==> src/rtl/bus_dev_port_if.sv <==
// Bus/local-side signal bundle for one bus_dev_port device slot.
// master: the bus plus local logic driving the port; slave: the port itself.
interface bus_dev_port_if #(
  parameter int unsigned pckg_sz = 16
);
  // Local logic -> TX FIFO
  logic [pckg_sz-1:0] tx_data;
  logic               tx_valid;
  logic               tx_ready;
  // TX FIFO -> bus pull interface
  logic               pndng;
  logic [pckg_sz-1:0] D_pop;
  logic               pop;
  // Bus -> RX FIFO
  logic               push;
  logic [pckg_sz-1:0] D_push;
  // RX FIFO -> local logic
  logic [pckg_sz-1:0] rx_data;
  logic               rx_valid;
  logic               rx_ready;
  // Status
  logic [7:0]         rx_drop_cnt;
  logic               pop_err;

  modport master (
    output tx_data, tx_valid, pop, push, D_push, rx_ready,
    input  tx_ready, pndng, D_pop, rx_data, rx_valid, rx_drop_cnt, pop_err
  );

  modport slave (
    input  tx_data, tx_valid, pop, push, D_push, rx_ready,
    output tx_ready, pndng, D_pop, rx_data, rx_valid, rx_drop_cnt, pop_err
  );
endinterface

==> src/rtl/bus_dev_port.sv <==
// Device-side bus endpoint: TX FIFO feeding the bus pull interface, RX FIFO
// filled from bus pushes (optionally filtered by destination ID).
// Build option: define BUS_DEV_PORT_ADDR_FILTER_EN to enable the RX address
// check; otherwise every push is accepted.
module bus_dev_port #(
  parameter int unsigned pckg_sz   = 16,
  parameter int unsigned depth     = 8,
  parameter logic [7:0]  id        = 8'd0,
  parameter logic [7:0]  broadcast = 8'hFF
) (
  input logic           clk,
  input logic           reset,
  bus_dev_port_if.slave bus_if
);

  localparam int unsigned PtrW = $clog2(depth);
  localparam int unsigned CntW = PtrW + 1;
  localparam logic [CntW-1:0] FullCnt = CntW'(depth);
`ifdef BUS_DEV_PORT_ADDR_FILTER_EN
  localparam bit FilterEn = 1'b1;
`else
  localparam bit FilterEn = 1'b0;
`endif

  // Reset-release synchroniser; traffic is honoured once sync_q[1] is set.
  logic [1:0] sync_q, sync_d;
  logic       active;

  logic [PtrW-1:0] tx_wr_ptr_q, tx_wr_ptr_d, tx_rd_ptr_q, tx_rd_ptr_d;
  logic [CntW-1:0] tx_cnt_q, tx_cnt_d;
  logic [PtrW-1:0] rx_wr_ptr_q, rx_wr_ptr_d, rx_rd_ptr_q, rx_rd_ptr_d;
  logic [CntW-1:0] rx_cnt_q, rx_cnt_d;
  logic [7:0]      drop_q, drop_d;
  logic            pop_err_q, pop_err_d;

  logic [pckg_sz-1:0] tx_mem_q [depth];
  logic [pckg_sz-1:0] rx_mem_q [depth];

  logic       tx_pndng, tx_rdy, tx_wr, tx_rd;
  logic       rx_has, rx_full, rx_hit, rx_accept, rx_wr, rx_rd, rx_drop;
  logic [7:0] rx_dest;

  // Occupancy-derived status and the qualified read/write strobes.
  always_comb begin
    sync_d    = {sync_q[0], 1'b1};
    active    = sync_q[1];
    tx_pndng  = (tx_cnt_q != '0);
    tx_rdy    = (tx_cnt_q != FullCnt);
    tx_wr     = active && bus_if.tx_valid && tx_rdy;
    tx_rd     = active && bus_if.pop && tx_pndng;
    rx_has    = (rx_cnt_q != '0);
    rx_full   = (rx_cnt_q == FullCnt);
    rx_dest   = bus_if.D_push[pckg_sz-1 -: 8];
    rx_hit    = (rx_dest == id) || (rx_dest == broadcast);
    rx_accept = active && bus_if.push && (!FilterEn || rx_hit);
    rx_rd     = active && rx_has && bus_if.rx_ready;
    // A full RX can still take a push when local logic frees a slot this cycle.
    rx_wr     = rx_accept && (!rx_full || rx_rd);
    rx_drop   = rx_accept && rx_full && !rx_rd;
  end

  // Next-state for both FIFOs' pointers/counts and the status registers.
  always_comb begin
    tx_wr_ptr_d = tx_wr ? tx_wr_ptr_q + PtrW'(1) : tx_wr_ptr_q;
    tx_rd_ptr_d = tx_rd ? tx_rd_ptr_q + PtrW'(1) : tx_rd_ptr_q;
    tx_cnt_d    = tx_cnt_q;
    if (tx_wr && !tx_rd) begin
      tx_cnt_d = tx_cnt_q + CntW'(1);
    end else if (!tx_wr && tx_rd) begin
      tx_cnt_d = tx_cnt_q - CntW'(1);
    end

    rx_wr_ptr_d = rx_wr ? rx_wr_ptr_q + PtrW'(1) : rx_wr_ptr_q;
    rx_rd_ptr_d = rx_rd ? rx_rd_ptr_q + PtrW'(1) : rx_rd_ptr_q;
    rx_cnt_d    = rx_cnt_q;
    if (rx_wr && !rx_rd) begin
      rx_cnt_d = rx_cnt_q + CntW'(1);
    end else if (!rx_wr && rx_rd) begin
      rx_cnt_d = rx_cnt_q - CntW'(1);
    end

    drop_d = drop_q;
    if (rx_drop && (drop_q != 8'hFF)) begin
      drop_d = drop_q + 8'd1;
    end

    pop_err_d = pop_err_q | (active && bus_if.pop && !tx_pndng);
  end

  // Control state; asynchronous reset discards all queued packets at once.
  always_ff @(posedge clk or negedge reset) begin
    if (!reset) begin
      sync_q      <= '0;
      tx_wr_ptr_q <= '0;
      tx_rd_ptr_q <= '0;
      tx_cnt_q    <= '0;
      rx_wr_ptr_q <= '0;
      rx_rd_ptr_q <= '0;
      rx_cnt_q    <= '0;
      drop_q      <= '0;
      pop_err_q   <= 1'b0;
    end else begin
      sync_q      <= sync_d;
      tx_wr_ptr_q <= tx_wr_ptr_d;
      tx_rd_ptr_q <= tx_rd_ptr_d;
      tx_cnt_q    <= tx_cnt_d;
      rx_wr_ptr_q <= rx_wr_ptr_d;
      rx_rd_ptr_q <= rx_rd_ptr_d;
      rx_cnt_q    <= rx_cnt_d;
      drop_q      <= drop_d;
      pop_err_q   <= pop_err_d;
    end
  end

  // Packet storage; contents are don't-care while the matching count is zero.
  always_ff @(posedge clk) begin
    if (tx_wr) begin
      tx_mem_q[tx_wr_ptr_q] <= bus_if.tx_data;
    end
    if (rx_wr) begin
      rx_mem_q[rx_wr_ptr_q] <= bus_if.D_push;
    end
  end

  // Heads are forced to zero when empty so stale storage never leaks out.
  assign bus_if.tx_ready    = tx_rdy;
  assign bus_if.pndng       = tx_pndng;
  assign bus_if.D_pop       = tx_pndng ? tx_mem_q[tx_rd_ptr_q] : '0;
  assign bus_if.rx_valid    = rx_has;
  assign bus_if.rx_data     = rx_has ? rx_mem_q[rx_rd_ptr_q] : '0;
  assign bus_if.rx_drop_cnt = drop_q;
  assign bus_if.pop_err     = pop_err_q;

endmodule

==> src/flat_wrapper.sv <==
// flat-port wrapper written by rule: the top's interface ports become plain ports
module bus_dev_port_flat 
#(
  parameter int unsigned pckg_sz   = 16,
  parameter int unsigned depth     = 8,
  parameter logic [7:0]  id        = 8'd0,
  parameter logic [7:0]  broadcast = 8'hFF
)
  (clk, reset, bus_if_tx_data, bus_if_tx_valid, bus_if_pop, bus_if_push, bus_if_D_push, bus_if_rx_ready, bus_if_tx_ready, bus_if_pndng, bus_if_D_pop, bus_if_rx_data, bus_if_rx_valid, bus_if_rx_drop_cnt, bus_if_pop_err);
  bus_dev_port_if #(.pckg_sz(pckg_sz)) bus_if_i ();
  input logic clk;
  input logic reset;
  input wire logic [$bits(bus_if_i.tx_data)-1:0] bus_if_tx_data;
  input wire logic [$bits(bus_if_i.tx_valid)-1:0] bus_if_tx_valid;
  input wire logic [$bits(bus_if_i.pop)-1:0] bus_if_pop;
  input wire logic [$bits(bus_if_i.push)-1:0] bus_if_push;
  input wire logic [$bits(bus_if_i.D_push)-1:0] bus_if_D_push;
  input wire logic [$bits(bus_if_i.rx_ready)-1:0] bus_if_rx_ready;
  output wire logic [$bits(bus_if_i.tx_ready)-1:0] bus_if_tx_ready;
  output wire logic [$bits(bus_if_i.pndng)-1:0] bus_if_pndng;
  output wire logic [$bits(bus_if_i.D_pop)-1:0] bus_if_D_pop;
  output wire logic [$bits(bus_if_i.rx_data)-1:0] bus_if_rx_data;
  output wire logic [$bits(bus_if_i.rx_valid)-1:0] bus_if_rx_valid;
  output wire logic [$bits(bus_if_i.rx_drop_cnt)-1:0] bus_if_rx_drop_cnt;
  output wire logic [$bits(bus_if_i.pop_err)-1:0] bus_if_pop_err;
  assign bus_if_i.tx_data = bus_if_tx_data;
  assign bus_if_i.tx_valid = bus_if_tx_valid;
  assign bus_if_i.pop = bus_if_pop;
  assign bus_if_i.push = bus_if_push;
  assign bus_if_i.D_push = bus_if_D_push;
  assign bus_if_i.rx_ready = bus_if_rx_ready;
  assign bus_if_tx_ready = bus_if_i.tx_ready;
  assign bus_if_pndng = bus_if_i.pndng;
  assign bus_if_D_pop = bus_if_i.D_pop;
  assign bus_if_rx_data = bus_if_i.rx_data;
  assign bus_if_rx_valid = bus_if_i.rx_valid;
  assign bus_if_rx_drop_cnt = bus_if_i.rx_drop_cnt;
  assign bus_if_pop_err = bus_if_i.pop_err;
  bus_dev_port #(.pckg_sz(pckg_sz), .depth(depth), .id(id), .broadcast(broadcast)) u_core (.clk(clk), .reset(reset), .bus_if(bus_if_i));
endmodule
==> config.mk <==
export PLATFORM = sky130hd
export DESIGN_NAME = bus_dev_port_flat
export DESIGN_NICKNAME = d
export VERILOG_FILES = /design/src/rtl/bus_dev_port_if.sv /design/src/rtl/bus_dev_port.sv /design/src/flat_wrapper.sv
export SDC_FILE = /design/constraint.sdc
export NUM_CORES = 1
export LEC_CHECK = 0
export CAP_MARGIN = 30
export CORE_UTILIZATION = 35
export DETAILED_ROUTE_END_ITERATION = 10
export MAX_ROUTING_LAYER = met4
export PLACE_DENSITY = 0.48
export REMOVE_ABC_BUFFERS = 1
export SLEW_MARGIN = 20
export SYNTH_ARGS = -nofsm -noshare
export SYNTH_HDL_FRONTEND = slang
export SYNTH_SLANG_ARGS = --single-unit
==> constraint.sdc <==
create_clock -name clk -period 4.5 [get_ports clk]
set_input_delay 0.45 -clock clk [delete_from_list [all_inputs] [get_ports clk]]
set_output_delay 0.45 -clock clk [all_outputs]
set_load 0.05 [all_outputs]
Run 1, metal layers overlaid:
Only two layers are drawn.
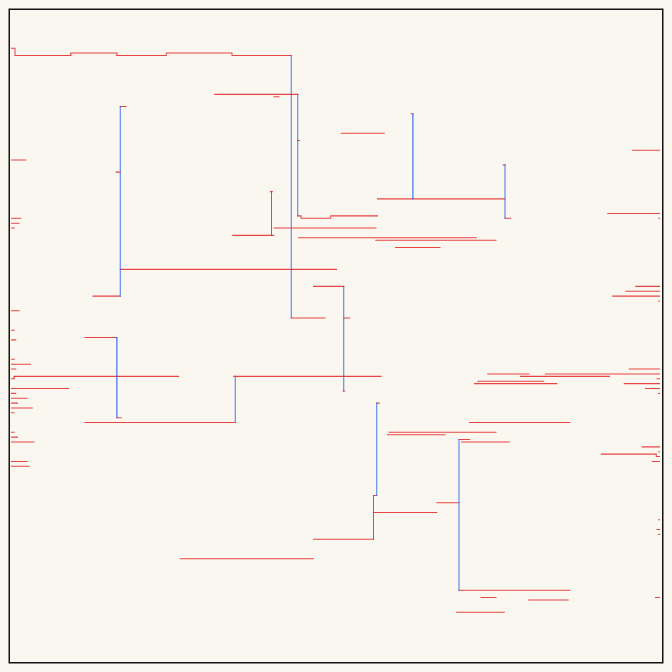
layer	color	wire length
M3	red	1060 um
M4	blue	356 um
via count: 5659
final WL: 23.75 mm
WL/cell: 20.70 um

Run 1, metal 3:
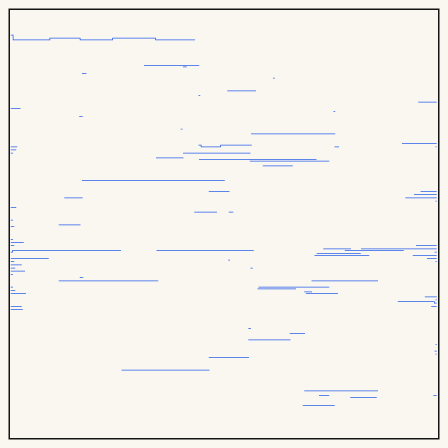
nets with wire on the layer	61
longest straight run	60.5 um
share of all routed wire	4.5%
main direction	horizontal
wire length on this layer	1060 um
met3 GRT Util: 2.315%

Run 1, routing congestion:
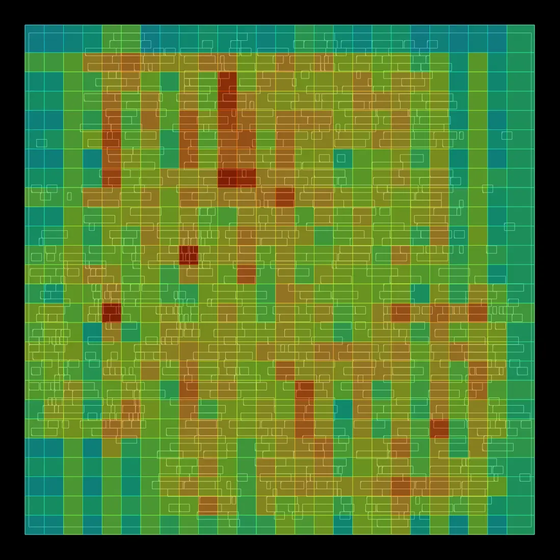
GR peak layer: met2
GRT Total Usage: 15.08%

Run 1, ports around the boundary:
Pins as bars across the die edge, other pins in gray.
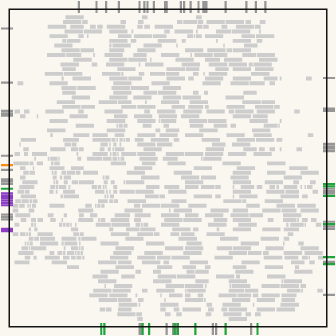
port	color	pins	direction	edge
bus_if_tx_ready	orange	1	output	left
bus_if_rx_drop_cnt	purple	8	output	left
bus_if_D_push	green	16	input	9 bottom, 6 right, 1 left
all pins by edge	23 left, 21 top, 21 right, 17 bottom
Buffers on Ports: 81
die span in x: 182.4 um
Die Span Y: 182.4 um

==> job_summary.md, run 1 <==
### Flow metrics

| Metric | Value |
|---|---|
| Drt initial violations | 297 |
| Ys cells | 571 |
| Detail Placement HPWL | 14.04 mm |
| Placed Area | 12890 um2 |
| P_seq | 3.67 mW |
| Yosys warning tally | 0 |
| CP delay by family, top | buffers and inverters |
| DRC Markers | 0 |
| Slew margin rel. | 37.53% |
| Fraction of layout cells with a size suffix above 1 | 22.36% |
| First-pass GRT wire length | 36.64 mm |
| Worst Skew | 11.08 ps |
| Antenna Nets Post-Route | 0 |
| Layout area overhead | 22.14% |
| Area reported by Yosys stat | 11390 um2 |
| Number of flops mapped to enable cells by yosys | 256 |
| Clock root buffer | clkbuf_16 |
| Cell count after synthesis | 571 |
| Tool Warnings | 25 |
| Cts bufs inserted | 31 |
| Internal Pwr Total | 6.138 mW |
| Worst IR Drop VDD | 0.2947 mV |
| Largest power group | sequential cells |
| Leak Pwr | 4.679 nW |
| Clk pwr share | 25.9% |
| Crit path cell chain | buf_4 > mux4_2 > mux2i_1 > nor2_1 > clkdlybuf4s50_1 |
| CTS max path bufs | 3 |
| TritonCTS clock tree | built |
| Reg power frac | 38.6% |
| Initial antenna violation count | 0 |
| Critical Path End Type | output port |
| Max-slew violations | 0 |
| Top cells by area | edfxtp_1 (68%), mux4_2 (13%), dfrtp_1 (6.8%), mux2i_1 (3.1%), nor2_1 (1.5%) |
| HP Class | in -> async |
| Slowest stage cell, crit path | dfrtp_2 |
| Synthesized area | 11390 um2 |
| Pre-antenna DRT Iters | 4 |
| Crit path depth | 5 |
| Post-synthesis async set-or-reset flop share | 10.80% |
| Most used flip-flop cell | edfxtp_1 |
| Post-synth top area cell | edfxtp_1 |
| NetSw | 3.360 mW |
| Clock-pin slew on the worst setup and hold paths | 60 ps |
| Routed vias/inst | 4.934 |
| Crit Path Class | reg -> out |
| GPL Wtd Cong | 0.7263 |
| H-tree depth | 1 |
| Combinational Power | 3.37 mW |
| Top-area cell share | 67.51% |
| Yosys reg bits | 287 |
| Clk pwr | 2.46 mW |
| FILL cells | 2746 |
| Count of final setup violators | 0 |
| Post-CTS Hold Fix Bufs | 0 |
| Register area | 8468 um2 |
| Unique cell types | 40 |
| Register area share after synthesis | 74.32% |
| Final Hold Viols | 0 |
| CP arrival | 3180 ps |
| Setup TNS | 0 ps |
| Unrepaired setup endpoints after global routing | no |
| Post-layout nets | 737 |
| Least-Margin Pin Slew | 937.0 ps |
| Max-Cap Viols | 0 |
| Logic area | 2838 um2 |
| Late-Pin Clk Latency | 540 ps |
| Worst EP required | 4050 ps |
| Cell area after layout | 13910 um2 |
| Max incr delay on CP | 810 ps |
| Crit-path max FO | 21 |
| Max frequency | 275.8 MHz |
| Avg Inst Size Synth | 19.94 um2 |
| Core area | 31800 um2 |
| Setup Buffers After CTS | 0 |
| Fp_density | 35.81% |
| Die ar. | 33260 um2 |
| IO Pins | 82 |
| Grt ovf | 0 |
| Clock Sinks | 287 |
| Reg2Reg Depth | 10 |
| Largest net degree at the start of global routing | 35 |
| Crit share post-route | 80.59% |
| Switching share of total power | 35.37% |
| Outcome | finished clean |
| Combinational group share of total power | 35.5% |
| Number of gates resized after CTS | 0 |
| Rows | 65 |
| Final min period | 3626 ps |
| Vias in the first global route | 6167 |
| Critical path launch point type | flop |
| P per Cell Area | 682.9 nW/um2 |
| CP bufs+invs | 2 |
run 1: cell usage in the layout (no fill, tap or decap), types with 6 or more instances in the layout:
master / Yosys / routed
buf_4: 0 / 23
mux4_2: 64 / 64
nor2_1: 47 / 47
clkinv_2: 0 / 7
xor2_1: 9 / 9
clkbuf_16: 0 / 31
edfxtp_1: 256 / 256
mux2i_1: 35 / 35
ha_1: 11 / 11
xnor2_1: 8 / 8
clkbuf_1: 12 / 8
nand2_1: 20 / 20
nor3_1: 13 / 9
nand2b_1: 6 / 6
inv_1: 6 / 6
mux2_2: 7 / 7
dfrtp_1: 31 / 27
clkdlybuf4s50_1: 0 / 81
run 1: through the flow:
step	utilization, %	power (mW)	instances	hold WS [ps]	worst slack [ps]
after floorplan	-	5.940	546	154.4	1401
after detailed placement	40.54	7.152	1087	346.5	1349
after CTS	43.68	9.635	1145	305.4	781.5
after global placement	40.44	7.074	1085	333.6	1373
final	43.74	9.498	1147	311.3	873.5
after global routing	43.73	9.949	1146	350.7	661.4
run 1: routing by layer:
layer / GRT usage [%] / up-vias / part of all wire [%]
li1: - / 2515 / -
met1: 19.71 / 2991 / 43
met2: 24.97 / 122 / 51
met3: 2.315 / 31 / 4.4
met4: 3.328 / 0 / 1.5
met5: - / - / 0
run 1: synthesized netlist by cell type (2+ instances only):
library cell,instances
nor4_1,2
inv_1,6
clkbuf_1,12
edfxtp_1,256
xnor2_1,8
nand3_1,2
fa_1,2
mux4_2,64
a2111oi_0,2
nor3_1,13
o31ai_1,2
ha_1,11
mux2_2,7
o21ai_0,4
nand2_1,20
nand2b_1,6
a21oi_1,3
nor2_1,47
xor2_1,9
mux2i_1,35
dfrtp_1,31
buf_1,2
buf_2,10
run 1: area by class of cell:
type,instances,share of cell area (%)
diodes,1,0.01799
clock buffers,41,5.991
clock inverters,17,1.205
inverters,7,0.1889
multi-input cells,252,20.40
flip-flops and latches,287,60.89
well taps,435,3.913
repair buffers,107,7.395
run 1: worst paths after layout:
path / from / endpoint / slack [ps]
hold reg to reg: u_core.sync_q[0]$_DFF_PN0_ / u_core.sync_q[1]$_DFF_PN0_ / 360
hold / removal: reset / u_core.bus_if.rx_drop_cnt[0]$_DFFE_PN0P_ / 310
min in group clk: u_core.sync_q[0]$_DFF_PN0_ / u_core.sync_q[1]$_DFF_PN0_ / 360
setup reg to reg: u_core.rx_cnt_q[0]$_DFFE_PN0P_ / u_core.rx_cnt_q[3]$_DFFE_PN0P_ / 1630
max in group asynchronous: reset / u_core.tx_rd_ptr_q[1]$_DFFE_PN0P_ / 3860
setup / recovery: u_core.rx_rd_ptr_q[0]$_DFFE_PN0N_ / bus_if_rx_data[0] / 870
run 1: logic make-up (layout without fill, tap and decap cells):
| family | Yosys count | count (layout) | synth area share [%] |
|---|---|---|---|
| other | 1 | 2 | 0.03293 |
| AND-OR/OR-AND | 14 | 14 | 0.8021 |
| buffers and inverters | 32 | 172 | 1.231 |
| AND/OR/NAND/NOR | 100 | 100 | 4.186 |
| flip-flops | 287 | 287 | 74.32 |
| XOR/XNOR | 17 | 17 | 1.308 |
| multiplexers | 107 | 107 | 16.56 |
| adder cells (fa/ha/maj) | 13 | 13 | 1.560 |
==> run 2: changes to the inputs <==
- PLACE_DENSITY: 0.48 -> 0.5
- clock period: 4.5 -> 3.1 ns (I/O delays scaled with it)
Run 2, ports around the boundary:
Pins as bars across the die edge, other pins in gray.
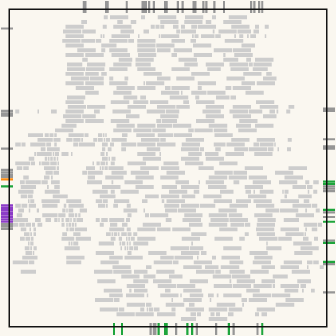
port	color	pins	direction	edge
bus_if_tx_ready	orange	1	output	left
bus_if_D_push	green	16	input	9 bottom, 6 right, 1 left
bus_if_rx_drop_cnt	purple	8	output	left

Run 2, register map, names as in the netlist:
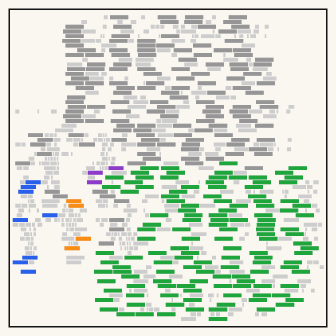
netlist name	color	placed flops
u_core.rx_cnt_q	orange	4
u_core.tx_wr_ptr_q	purple	3
u_core.rx_mem_q	green	128
u_core.bus_if.rx_drop_cnt	blue	8
not colored	144

==> job_summary.md, run 2 <==
### Flow metrics

| Metric | Value |
|---|---|
| Antenna cells | 0 |
| Core area | 31800 um2 |
| Yosys reg bits | 287 |
| Setup Buffers After CTS | 0 |
| DRC Markers | 0 |
| Critical Path End Type | flop |
| Crit share post-route | 93.82% |
| GPL Wtd Cong | 0.7705 |
| Worst IR Drop VDD | 0.6598 mV |
| Largest net degree at the start of global routing | 35 |
| Crit-path max FO | 6 |
| Worst slack, placed | 25.29 ps |
| Synth cell count leaders | edfxtp_1 (256), mux4_2 (64), nor2_1 (47) |
| Clock-pin slew on the worst setup and hold paths | 60 ps |
| Fraction of layout cells with a size suffix above 1 | 27.79% |
| Post-layout nets | 743 |
| Die Span Y | 182.4 um |
| Worst EP required | 3510 ps |
| Routed vias/inst | 4.900 |
| Buffers on Ports | 81 |
| Cell count after synthesis | 571 |
| Final min period | 2908 ps |
| Top cells by area | edfxtp_1 (68%), mux4_2 (13%), dfrtp_1 (6.8%), mux2i_1 (3.1%), nor2_1 (1.5%) |
| Number of flops mapped to enable cells by yosys | 256 |
| P per Cell Area | 999.5 nW/um2 |
| Count of final setup violators | 0 |
| Setup TNS | 0 ps |
| Vias in the first global route | 6200 |
| IO Pins | 82 |
| CP arrival | 3320 ps |
| Post-Layout Cell Count | 1151 |
| Post-CTS Hold Fix Bufs | 0 |
| Detail Placement HPWL | 13.87 mm |
| H-tree depth | 1 |
| Least-Margin Pin Slew | 721.9 ps |
| Via count | 5640 |
| TritonCTS clock tree | built |
| Number of gates resized after CTS | 0 |
| Layout area overhead | 22.37% |
| Area reported by Yosys stat | 11390 um2 |
| Ys cells | 571 |
| Die ar. | 33260 um2 |
| Unrepaired setup endpoints after global routing | no |
| GRT Total Usage | 14.76% |
| Max frequency | 343.8 MHz |
| Grt ovf | 0 |
| Tool Warnings | 25 |
| Max-Cap Viols | 0 |
| Top Layout Cells | edfxtp_1 (256), mux4_2 (64), buf_4 (62) |
| Slew margin rel. | 51.88% |
| Critical path launch point type | flop |
| Antenna Nets Post-Route | 0 |
| Synthesized area | 11390 um2 |
| Initial antenna violation count | 0 |
| Drt initial violations | 309 |
| Pre-antenna DRT Iters | 5 |
| Crit Path Class | reg -> reg |
| Final WL | 23.19 mm |
| First-pass GRT wire length | 35.94 mm |
| Post-synthesis async set-or-reset flop share | 10.80% |
| Unique cell types | 40 |
| Clock root buffer | clkbuf_16 |
| Register area share after synthesis | 74.32% |
| Outcome | finished clean |
| Dpl cells | 1095 |
| Final Hold Viols | 0 |
| Top-count cell post-synth | edfxtp_1 |
| Most numerous logic cell after layout | edfxtp_1 |
| Leak Pwr | 4.772 nW |
| Yosys warning tally | 0 |
| Late-Pin Clk Latency | 540 ps |
| Worst R2R Start | u_core.tx_cnt_q[1]$_DFFE_PN0P_ |
| Most used flip-flop cell | edfxtp_1 |
| Clock Sinks | 287 |
| Final Worst Setup Slack | 191.7 ps |
| HP Class | in -> async |
| Fp_density | 35.81% |
| CTS max path bufs | 3 |
run 2: cell counts after synthesis:
Identical to the previous run, type by type.
run 2: path summary, 6_finish.rpt:
kind / endpoint / slack (ps) / cells after the start
max in group asynchronous: u_core.rx_rd_ptr_q[0]$_DFFE_PN0N_ / 2610 / 2
max reg2reg: u_core.tx_cnt_q[3]$_DFFE_PN0P_ / 190 / 8
min: u_core.tx_cnt_q[2]$_DFFE_PN0P_ / 170 / 2
max: u_core.tx_cnt_q[3]$_DFFE_PN0P_ / 190 / 8
min reg2reg: u_core.sync_q[1]$_DFF_PN0_ / 350 / 0
min in group clk: u_core.sync_q[1]$_DFF_PN0_ / 350 / 0
run 2: metrics by stage:
stage / util (%) / total power [mW] / hold WS [ps] / instance area (um2)
floorplan: - / 8.622 / 14.41 / 11270
finish: 43.82 / 13.93 / 165.2 / 13930
detailed placement: 40.46 / 10.32 / 341.0 / 12860
global placement: 40.46 / 10.22 / 335.7 / 12860
global route: 43.82 / 14.58 / 204.0 / 13930
CTS: 43.80 / 14.13 / 161.5 / 13930
run 2: cell type report:
cell class	instances	area (um2)
fill	2765	17860
sequential	287	8466
multi-input combinational	252	2819
timing repair buffer	114	1016
clock buffer	33	783.3
tap	435	544.3
clock inverter	23	280.3
inverter	7	26.28
run 2: critical path, stage by stage, from the launching register on:
cell	delay, ps
dfrtp_1	460
or4b_4	570
and3_4	230
ha_1	240
inv_1	190
ha_1	260
a21o_1	230
a2111oi_2	460
o31ai_1	140
run 2: power by group:
part | switching [mW] | leakage, nW | internal (mW)
Combinational | 3.04 | 1.58 | 2.05
Clock | 1.46 | 0.510 | 2.32
Sequential | 0.420 | 2.69 | 4.64
Total | 4.92 | 4.77 | 9.01
run 2: cells by family after synthesis:
| group | after synthesis | synth area share (%) |
|---|---|---|
| and+or+nand+nor | 100 | 4.186 |
| buffers and inverters | 32 | 1.231 |
| xor gates and xnor gates | 17 | 1.308 |
| other | 1 | 0.03293 |
| muxes | 107 | 16.56 |
| DFF | 287 | 74.32 |
| AOI/OAI and AO/OA | 14 | 0.8021 |
| adders and majority gates | 13 | 1.560 |
run 2: metal layers:
layer	GRT usage [%]	wire length [um]	vias to the layer above
li1	-	-	2531
met1	19.06	10210	2960
met2	24.67	11720	120
met3	1.976	927	29
met4	3.798	340	0
met5	-	0	-
==> run 3: changes to the inputs <==
- ABC_CLOCK_PERIOD_IN_PS: unset -> 3100
- PLACE_DENSITY: 0.5 -> unset
- SETUP_SLACK_MARGIN: unset -> 0.15
Run 3, routing congestion:
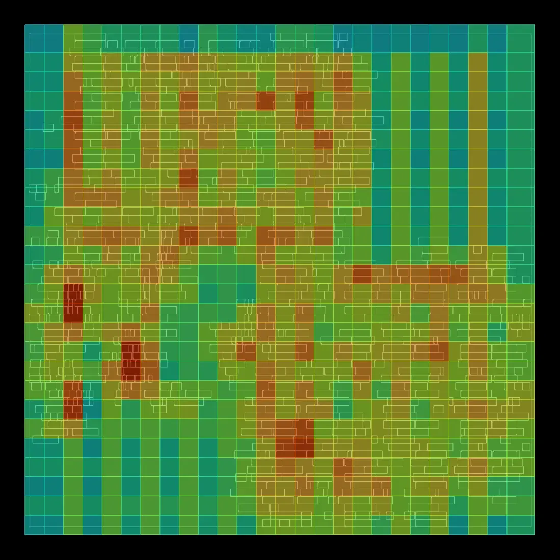
WL/cell: 19.93 um
GRT Total Usage: 14.71%
met1 Track Usage GR: 18.34%

Run 3, register map, names as in the netlist:
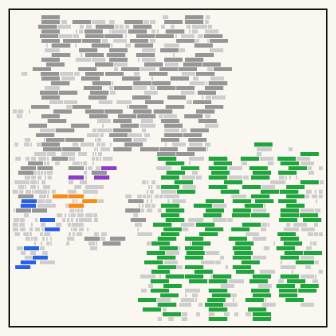
netlist name	color	placed flops
u_core.bus_if.rx_drop_cnt	blue	8
u_core.rx_mem_q	green	128
u_core.tx_wr_ptr_q	purple	3
u_core.rx_cnt_q	orange	4

==> job_summary.md, run 3 <==
### Flow metrics

| Metric | Value |
|---|---|
| DRC Markers | 0 |
| Die ar. | 33260 um2 |
| Die span in x | 182.4 um |
| Tool Warnings | 26 |
| Max frequency | 351.3 MHz |
| CP bufs+invs | 3 |
| Pre-antenna DRT Iters | 4 |
| Synth cell count leaders | edfxtp_1 (256), mux4_2 (64), nor2_1 (47) |
| Top Layout Cells | edfxtp_1 (256), mux4_2 (64), buf_4 (59) |
| Area reported by Yosys stat | 11390 um2 |
| Ys cells | 571 |
| Post-layout nets | 740 |
| Leak Pwr | 4.705 nW |
| Critical path endpoint | u_core.rx_cnt_q[3]$_DFFE_PN0P_ |
| Fraction of layout cells with a size suffix above 1 | 26.54% |
| Post-Layout Cell Count | 1147 |
| Critical Path End Type | flop |
| Clock Sinks | 287 |
| Worst EP required | 3520 ps |
| Unique cell types | 40 |
| Util after Layout | 43.44% |
| Post-CTS Hold Fix Bufs | 0 |
| Crit path cell chain | nor4_4 > inv_2 > and3_1 > inv_1 > ha_1 > inv_1 > ha_1 > a21o_2 > a2111oi_2 > o31ai_1 |
| Largest net degree at the start of global routing | 35 |
| Vias in the first global route | 6154 |
| Cell count after synthesis | 571 |
| Crit share post-route | 91.81% |
| Top-area cell share | 67.51% |
| Cts bufs inserted | 31 |
| Drt initial violations | 335 |
| Worst Skew | 27.48 ps |
| TritonCTS clock tree | built |
| Reg2Reg Depth | 10 |
| Max-Cap Viols | 0 |
| Setup TNS | 0 ps |
| Fp_density | 35.81% |
| Avg Inst Size Synth | 19.94 um2 |
| Slowest stage cell, crit path | dfrtp_1 |
| Outcome | finished clean |
| Unrepaired setup endpoints after global routing | yes |
| Slew margin rel. | 57.89% |
| Placed Area | 12830 um2 |
| Top-count cell post-synth | edfxtp_1 |
| Crit path depth | 10 |
| Post-synth top area cell | edfxtp_1 |
| Crit Path Class | reg -> reg |
| Max incr delay on CP | 480 ps |
| Reg2reg setup slack | 250 ps |
| Die Span Y | 182.4 um |
| Least-Margin Pin Slew | 631.7 ps |
| CP delay by family, top | AND-OR/OR-AND gates |
| Clock root buffer | clkbuf_16 |
| H-tree depth | 1 |
| Final Hold Viols | 0 |
| Synthesized area | 11390 um2 |
| Number of flops mapped to enable cells by yosys | 256 |
| Most used flip-flop cell | edfxtp_1 |
| Crit-path max FO | 5 |
| Rows | 65 |
| Detail Placement HPWL | 13.69 mm |
| Max-slew violations | 0 |
| Most numerous logic cell after layout | edfxtp_1 |
| Count of final setup violators | 0 |
| Critical path launch point type | flop |
| Cell area after layout | 13810 um2 |
| Antenna Nets Post-Route | 0 |
| HP Class | in -> async |
| Initial antenna violation count | 0 |
| Buffers on Ports | 81 |
| GPL Wtd Cong | 0.7995 |
| Via count | 5639 |
| Register area share after synthesis | 74.32% |
| P per Cell Area | 987.6 nW/um2 |
| CP arrival | 3270 ps |
| Top cells by area | edfxtp_1 (68%), mux4_2 (13%), dfrtp_1 (6.8%), mux2i_1 (3.1%), nor2_1 (1.5%) |
| Crit path launch | u_core.rx_cnt_q[0]$_DFFE_PN0P_ |
| Layout area overhead | 21.30% |
| Late-Pin Clk Latency | 570 ps |
| Post-synthesis async set-or-reset flop share | 10.80% |
| First-pass GRT wire length | 35.56 mm |
| Antenna cells | 0 |
| Yosys warning tally | 0 |
| Final Power | 13.64 mW |
| IO Pins | 82 |
| Clock-pin slew on the worst setup and hold paths | 60 ps |
| Final WL | 22.86 mm |
| CTS max path bufs | 3 |
| Grt ovf | 0 |
| Routed vias/inst | 4.916 |
| Worst R2R Start | u_core.rx_cnt_q[0]$_DFFE_PN0P_ |
| Yosys reg bits | 287 |
| Core area | 31800 um2 |
## run 3: cell types whose count changed in the layout (fill, tap and decap cells not counted), sizes merged
cell | previous run | this run
clkinvlp | 4 | 2
clkbuf | 33 | 40
buf | 65 | 61
inv | 8 | 10
bufinv | 6 | 2
clkinv | 12 | 9
## run 3: cells by family after synthesis
group	share of synthesized area (%)
mux	16.56
fa+ha+maj	1.560
simple gates	4.186
compound gates	0.8021
xor+xnor	1.308
flops	74.32
other cells	0.03293
buf+inv	1.231
## run 3: layout make-up
cell class                      instances  area [um2]
Fill cell                            2758       17990
Inverter                                7       26.28
Sequential cell                       287        8468
Timing Repair Buffer                  110       973.4
Tap cell                              435       544.3
Clock inverter                         16       153.9
Clock buffer                           40       809.5
Multi-Input combinational cell        252        2838
## run 3: report_power, final
group	switching [mW]	internal (mW)
combinational	3.09	2.04
clock	1.45	2.01
sequential	0.400	4.65
total	4.94	8.70
## run 3: what timing repair did
item / in CTS / in global routing
setup buffers: 0 / 0
resized: 2 / 4
endpoints found under the setup margin: 2 / 4
endpoints found under the hold margin: 0 / 0
## run 3: per-layer routing
layer | up-vias | wire [um] | GRT usage [%] | share of wire, %
li1 | 2522 | - | - | -
met1 | 2963 | 9841 | 18.34 | 43
met2 | 122 | 11650 | 24.90 | 51
met3 | 32 | 967 | 2.594 | 4.2
met4 | 0 | 397 | 3.664 | 1.7
met5 | - | 0 | - | 0
## run 3: stage by stage
stage               hold slack [ps]  setup WS, ps
detailed placement            334.7         105.3
finish                        145.2         253.8
CTS                           130.0         162.1
floorplan                     14.41         1.361
global placement              331.7         381.3
global route                  168.5         117.7
## run 3: how the worst min path moves through the flow
stage                                           from                                 to
final                                          reset     u_core.tx_cnt_q[1]$_DFFE_PN0P_
after detailed placement  u_core.sync_q[0]$_DFF_PN0_         u_core.sync_q[1]$_DFF_PN0_
after global placement    u_core.sync_q[0]$_DFF_PN0_         u_core.sync_q[1]$_DFF_PN0_
after floorplan                                reset    u_core.bus_if.pop_err$_DFF_PN0_
after CTS                                      reset  u_core.tx_rd_ptr_q[1]$_DFFE_PN0P_
after global routing                           reset     u_core.tx_cnt_q[1]$_DFFE_PN0P_
Power is estimated from default activity; no workload was simulated.
